==> images/wire_density.png <==
The die is cut into 12 by 12 equal tiles; dark blue is low, red is high, scaled to the fullest tile. Values are wire area over tile area, all layers added.
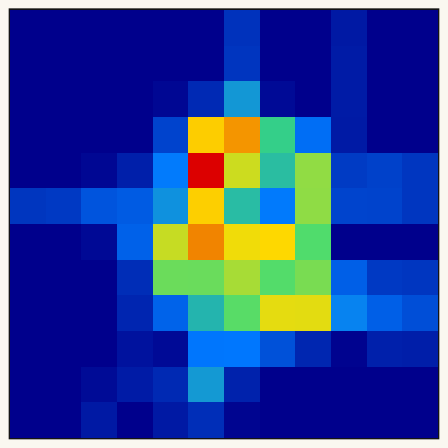
==> images/metal_stack.png <==
Two of the layers only.
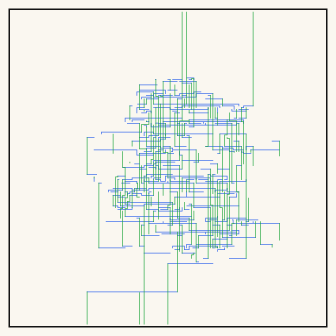
## src/rtl/counter_bcd_mod.sv

```systemverilog
// Modulo-N packed-BCD up/down counter with terminal-count output for cascading.
// Q holds DIGITS BCD digits (units in Q[3:0]) and always stays within 0..MODULUS-1.
// TC marks the cycle before a wrap, so it can drive EN of the next stage.
// Optional feature: define CNTBCD_LOAD_EN to add the synchronous parallel load
// (LD, D). Priority is then nCR > LD > EN > hold. Without it, it is nCR > EN > hold.
module counter_bcd_mod #(
  parameter int unsigned DIGITS  = 2,
  parameter int unsigned MODULUS = 60
) (
  input  logic                  CP,
  input  logic                  nCR,
  input  logic                  EN,
  input  logic                  UP,
`ifdef CNTBCD_LOAD_EN
  input  logic                  LD,
  input  logic [4*DIGITS-1:0]   D,
`endif
  output logic [4*DIGITS-1:0]   Q,
  output logic                  TC
);

  localparam int unsigned W = 4 * DIGITS;

  // Convert a binary constant into packed BCD at elaboration time.
  function automatic logic [W-1:0] to_bcd(input int unsigned value);
    int unsigned v;
    logic [W-1:0] r;
    v = value;
    r = '0;
    for (int i = 0; i < DIGITS; i++) begin
      r[4*i +: 4] = 4'(v % 10);
      v = v / 10;
    end
    return r;
  endfunction

  localparam logic [W-1:0] MaxBcd = to_bcd(MODULUS - 1);

  logic [W-1:0] q_q, q_d;
  logic [W-1:0] inc_val, dec_val;
  logic [W-1:0] inc_next, dec_next;
  logic         inc_carry, dec_borrow;
  logic         is_max, is_zero;

  assign is_max  = (q_q == MaxBcd);
  assign is_zero = (q_q == '0);

  // Rippled BCD increment: each digit rolls 9 -> 0 and passes a carry upward.
  always_comb begin
    inc_val   = q_q;
    inc_carry = 1'b1;
    for (int i = 0; i < DIGITS; i++) begin
      if (inc_carry) begin
        if (q_q[4*i +: 4] == 4'd9) begin
          inc_val[4*i +: 4] = 4'd0;
        end else begin
          inc_val[4*i +: 4] = q_q[4*i +: 4] + 4'd1;
          inc_carry         = 1'b0;
        end
      end
    end
  end

  // Rippled BCD decrement: each digit rolls 0 -> 9 and passes a borrow upward.
  always_comb begin
    dec_val    = q_q;
    dec_borrow = 1'b1;
    for (int i = 0; i < DIGITS; i++) begin
      if (dec_borrow) begin
        if (q_q[4*i +: 4] == 4'd0) begin
          dec_val[4*i +: 4] = 4'd9;
        end else begin
          dec_val[4*i +: 4] = q_q[4*i +: 4] - 4'd1;
          dec_borrow        = 1'b0;
        end
      end
    end
  end

  // Modulus wrap overrides the plain BCD step at either end of the range.
  assign inc_next = is_max  ? '0     : inc_val;
  assign dec_next = is_zero ? MaxBcd : dec_val;

`ifdef CNTBCD_LOAD_EN
  logic d_digits_ok;
  logic d_valid;

  // A load value is accepted only if every nibble is a decimal digit and it is in range.
  always_comb begin
    d_digits_ok = 1'b1;
    for (int i = 0; i < DIGITS; i++) begin
      if (D[4*i +: 4] > 4'd9) begin
        d_digits_ok = 1'b0;
      end
    end
  end

  // With valid digits, packed-BCD magnitude order matches decimal order.
  assign d_valid = d_digits_ok && (D <= MaxBcd);

  // Next-state select: load beats count, count beats hold.
  always_comb begin
    q_d = q_q;
    if (LD) begin
      q_d = d_valid ? D : '0;
    end else if (EN) begin
      q_d = UP ? inc_next : dec_next;
    end
  end
`else
  // Next-state select: count or hold.
  always_comb begin
    q_d = q_q;
    if (EN) begin
      q_d = UP ? inc_next : dec_next;
    end
  end
`endif

  // Count register; nCR clears it immediately, independent of CP.
  always_ff @(posedge CP or negedge nCR) begin
    if (!nCR) begin
      q_q <= '0;
    end else begin
      q_q <= q_d;
    end
  end

  assign Q  = q_q;
  // Terminal count is purely from the current count, EN and UP; load inputs never affect it.
  assign TC = EN & (UP ? is_max : is_zero);

endmodule
```

## config.mk

```make
export PLATFORM = sky130hd
export DESIGN_NAME = counter_bcd_mod
export DESIGN_NICKNAME = d
export VERILOG_FILES = /design/src/rtl/counter_bcd_mod.sv
export SDC_FILE = /design/constraint.sdc
export NUM_CORES = 1
export LEC_CHECK = 0
export CORE_MARGIN = 10
export CORE_UTILIZATION = 44
export DETAILED_ROUTE_END_ITERATION = 7
export DONT_BUFFER_PORTS = 1
export PLACE_DENSITY = 0.69
export SYNTH_ARGS = -nofsm -noshare
export SYNTH_HDL_FRONTEND = slang
export SYNTH_SLANG_ARGS = --single-unit
```

## constraint.sdc

```tcl
create_clock -name CP -period 2 [get_ports CP]
set_input_delay 0.2 -clock CP [delete_from_list [all_inputs] [get_ports CP]]
set_output_delay 0.2 -clock CP [all_outputs]
set_load 0.01 [all_outputs]
```

==> results.rst <==
Run summary
-----------

.. list-table::
   :header-rows: 1

   * - Metric
     - Value
   * - Asr flop ratio synth
     - 100%
   * - Core Footprint
     - 0.00156 mm2
   * - Final Instance Count excl. Fillers
     - 104
   * - Max Cap Viol
     - 0
   * - Mean post-synth cell area
     - 8.61 um2
   * - Maximum level of the CTS H-tree
     - 1
   * - Ports
     - 13
   * - Worst endpoint data arrival time
     - between 1500 and 2000 ps
   * - R2R Path Start
     - Q[0]
   * - Number of buffers between clock root and the deepest sink
     - 2
   * - Clock slew at reported path FFs
     - 60 ps
   * - Post-synthesis sequential area ratio
     - 26.7%
   * - DRC Markers
     - 0
   * - Flip-flop and latch area
     - 200 um2
   * - Depth of the most critical reg-to-reg path
     - 6
   * - Share of synthesized area spent on multiplexers
     - 0%
   * - Layout cells sized above 1
     - 18.2%
   * - Number of clock buffers inserted by TritonCTS
     - 3
   * - Clock tree from TritonCTS
     - yes
   * - Classification of the worst setup path
     - reg -> out
   * - Number of rows created at floorplan
     - 14
   * - Global placement routability congestion
     - approximately 0.8
   * - Synth Register Bits
     - 8
   * - Number of slew-limit violations in the final report
     - 0
   * - Count of instantiated cells in the yosys netlist
     - 87
   * - Hold violation total from the final report
     - 0
   * - DRT antenna net count
     - 0
   * - Unrepaired setup endpoints after global routing
     - no
   * - Critical Path Source Type
     - register
   * - Die X-Extent
     - 61.3 um
   * - Layout fillers
     - 145
   * - Wire length of the first global-routing pass
     - 2.91 mm
   * - Count of cell types in the netlist
     - about 43
   * - Maximum vdd drop
     - 0.572 mV
   * - DRC violation total after the first TritonRoute iteration
     - 29
   * - Period utilization
     - 92.9%
   * - Number of synthesis warnings
     - 0
   * - Summed instance area of the synthesized netlist
     - 749 um2
   * - Compound-cell area share of the yosys netlist
     - 23.4%
   * - Hold-critical path depth
     - 1
   * - Slowest-stage cell, CP
     - sky130_fd_sc_hd__dfrtp_1
   * - Result of the run
     - finished clean
   * - Effective utilization at floorplan
     - between 40% and 50%
   * - Required time of the critical path
     - between 1500 and 2000 ps
   * - Max FFs per register
     - 8
   * - Number of antenna violations at the first check in global routing
     - 0
   * - Measured slew at the worst slew-check pin
     - between 400 and 500 ps
   * - XOR-XNOR Cells, Area Fraction
     - approximately 3.5%
   * - Floorplan die height
     - 61.3 um
   * - Power Dens Cells
     - 1290 mW/mm2
   * - Maximum number of pins on one net before global-route repair
     - 17
   * - Number of cells produced by synthesis
     - 87
   * - Area growth from synthesis to layout
     - 3.84%
   * - Number of iterations in the first detailed-routing pass
     - 4
   * - Leakage power figure
     - about 0.3 nW
   * - Overall chip area
     - 0.00375 mm2
   * - Area after detailed placement
     - roughly 740 um2
   * - Buffer count from post-CTS setup fixing
     - 0
   * - Hold Path Sink
     - Q[1]
   * - Relative slew slack
     - around two thirds
   * - Clock sink count
     - 8
   * - Launch point of the worst hold path
     - EN
   * - Ordered cell list for the critical path
     - inv_1 -> ha_2 -> nor3b_4 -> nand2_1 -> nor3_1 -> o21a_1
   * - Remaining global-route overflow
     - 0
   * - R2R setup slack
     - 330 ps
   * - Flip-flops with a built-in enable
     - 0
About wire_density.png:
The fullest tile reaches 0.49. 14% of the tiles are over half the peak. The mean over all tiles is 0.076.

About metal_stack.png:
met2: marked green, wire length 824 um. met1: marked blue, wire length 766 um.

-- synth_stat cells, types with 2 or more instances --
master / number / area [um2]
sky130_fd_sc_hd__a21oi_1: 4 / 20.0
sky130_fd_sc_hd__buf_4: 4 / 30.0
sky130_fd_sc_hd__buf_6: 2 / 22.5
sky130_fd_sc_hd__dfrtp_1: 8 / 200
sky130_fd_sc_hd__ha_1: 4 / 50.1
sky130_fd_sc_hd__inv_1: 5 / 18.8
sky130_fd_sc_hd__nand2_1: 5 / 18.8
sky130_fd_sc_hd__nand3_1: 3 / 15.0
sky130_fd_sc_hd__nand3b_1: 2 / 15.0
sky130_fd_sc_hd__nor2_1: 4 / 15.0
sky130_fd_sc_hd__nor3_1: 6 / 30.0
sky130_fd_sc_hd__o21a_1: 2 / 15.0
sky130_fd_sc_hd__o21ai_0: 7 / 35.0
sky130_fd_sc_hd__xnor2_1: 2 / 17.5
-- timing repair --
action | CTS | global route
hold buffers | 1 | 0
endpoints found under the setup margin | 0 | 1
resized | 0 | 1
hold endpoints to repair | 8 | 0
-- per-layer routing --
| metal | routed length [um] | part of all wire (%) | vias to the layer above | track usage (%) |
|---|---|---|---|---|
| met3 | 149 | 8.5 | 2 | 4.73 |
| met1 | 765 | 44 | 312 | 12.9 |
| met5 | 0 | 0 | - | 0 |
| met2 | 824 | 47 | 22 | 14.3 |
| met4 | 14 | 0.80 | 0 | 4.56 |
| li1 | - | - | 321 | - |
-- where the power goes --
group	leakage, nW	internal (W)	total [W]	switching, W
Combinational	0.198	0.000233	0.000493	0.000259
Clock	0.0138	0.0000688	0.000125	0.0000564
Sequential	0.0915	0.000226	0.000384	0.000158
Total	0.303	0.000528	0.00100	0.000474
-- cells by family after synthesis --
kind of cell	after synthesis
buf+inv	12
compound gates	26
flops	8
fa+ha+maj	4
xor+xnor	3
simple gates	34
-- critical path: cells and delay by family, from the launching register on --
family / cells / cell delay (ps)
AOI/OAI and AO/OA: 1 / 210
adders and majority gates: 1 / 220
buffers and inverters: 1 / 100
DFF: 1 / 390
and+or+nand+nor: 3 / 490
-- cells in the final DEF, fill, tap and decap left out, drive strengths merged, types with 2 or more instances in the layout --
cell type,Yosys,routed
dfrtp,8,8
inv,5,5
and3,2,2
nand3b,2,2
o21ai,8,8
buf,6,4
nand2,5,5
a21oi,4,4
nor2,4,4
clkbuf,1,3
o211ai,2,2
nor3b,2,2
a21boi,2,2
nand3,3,3
o21a,2,2
ha,4,4
nor3,7,7
xnor2,2,2
-- worst max-delay path by stage --
| stage | to | from | slack, ps |
|---|---|---|---|
| 4_1_cts | TC | Q[1] | 130 |
| 6_report | TC | Q[1] | 140 |
| 3_3_place_gp | Q[7] | Q[0] | 360 |
| 3_5_place_dp | Q[7] | Q[0] | 330 |
| 5_1_grt | TC | Q[1] | 20 |
| 2_1_floorplan | TC | Q[0] | 320 |
-- final cells by class --
cell class | count | area share (%)
clock buffers | 3 | 2.89
inverters | 5 | 2.41
multi-input cells | 67 | 61.3
flip-flops and latches | 8 | 25.7
well taps | 16 | 2.57
repair buffers | 5 | 5.14
Power is estimated from default activity; no workload was simulated.
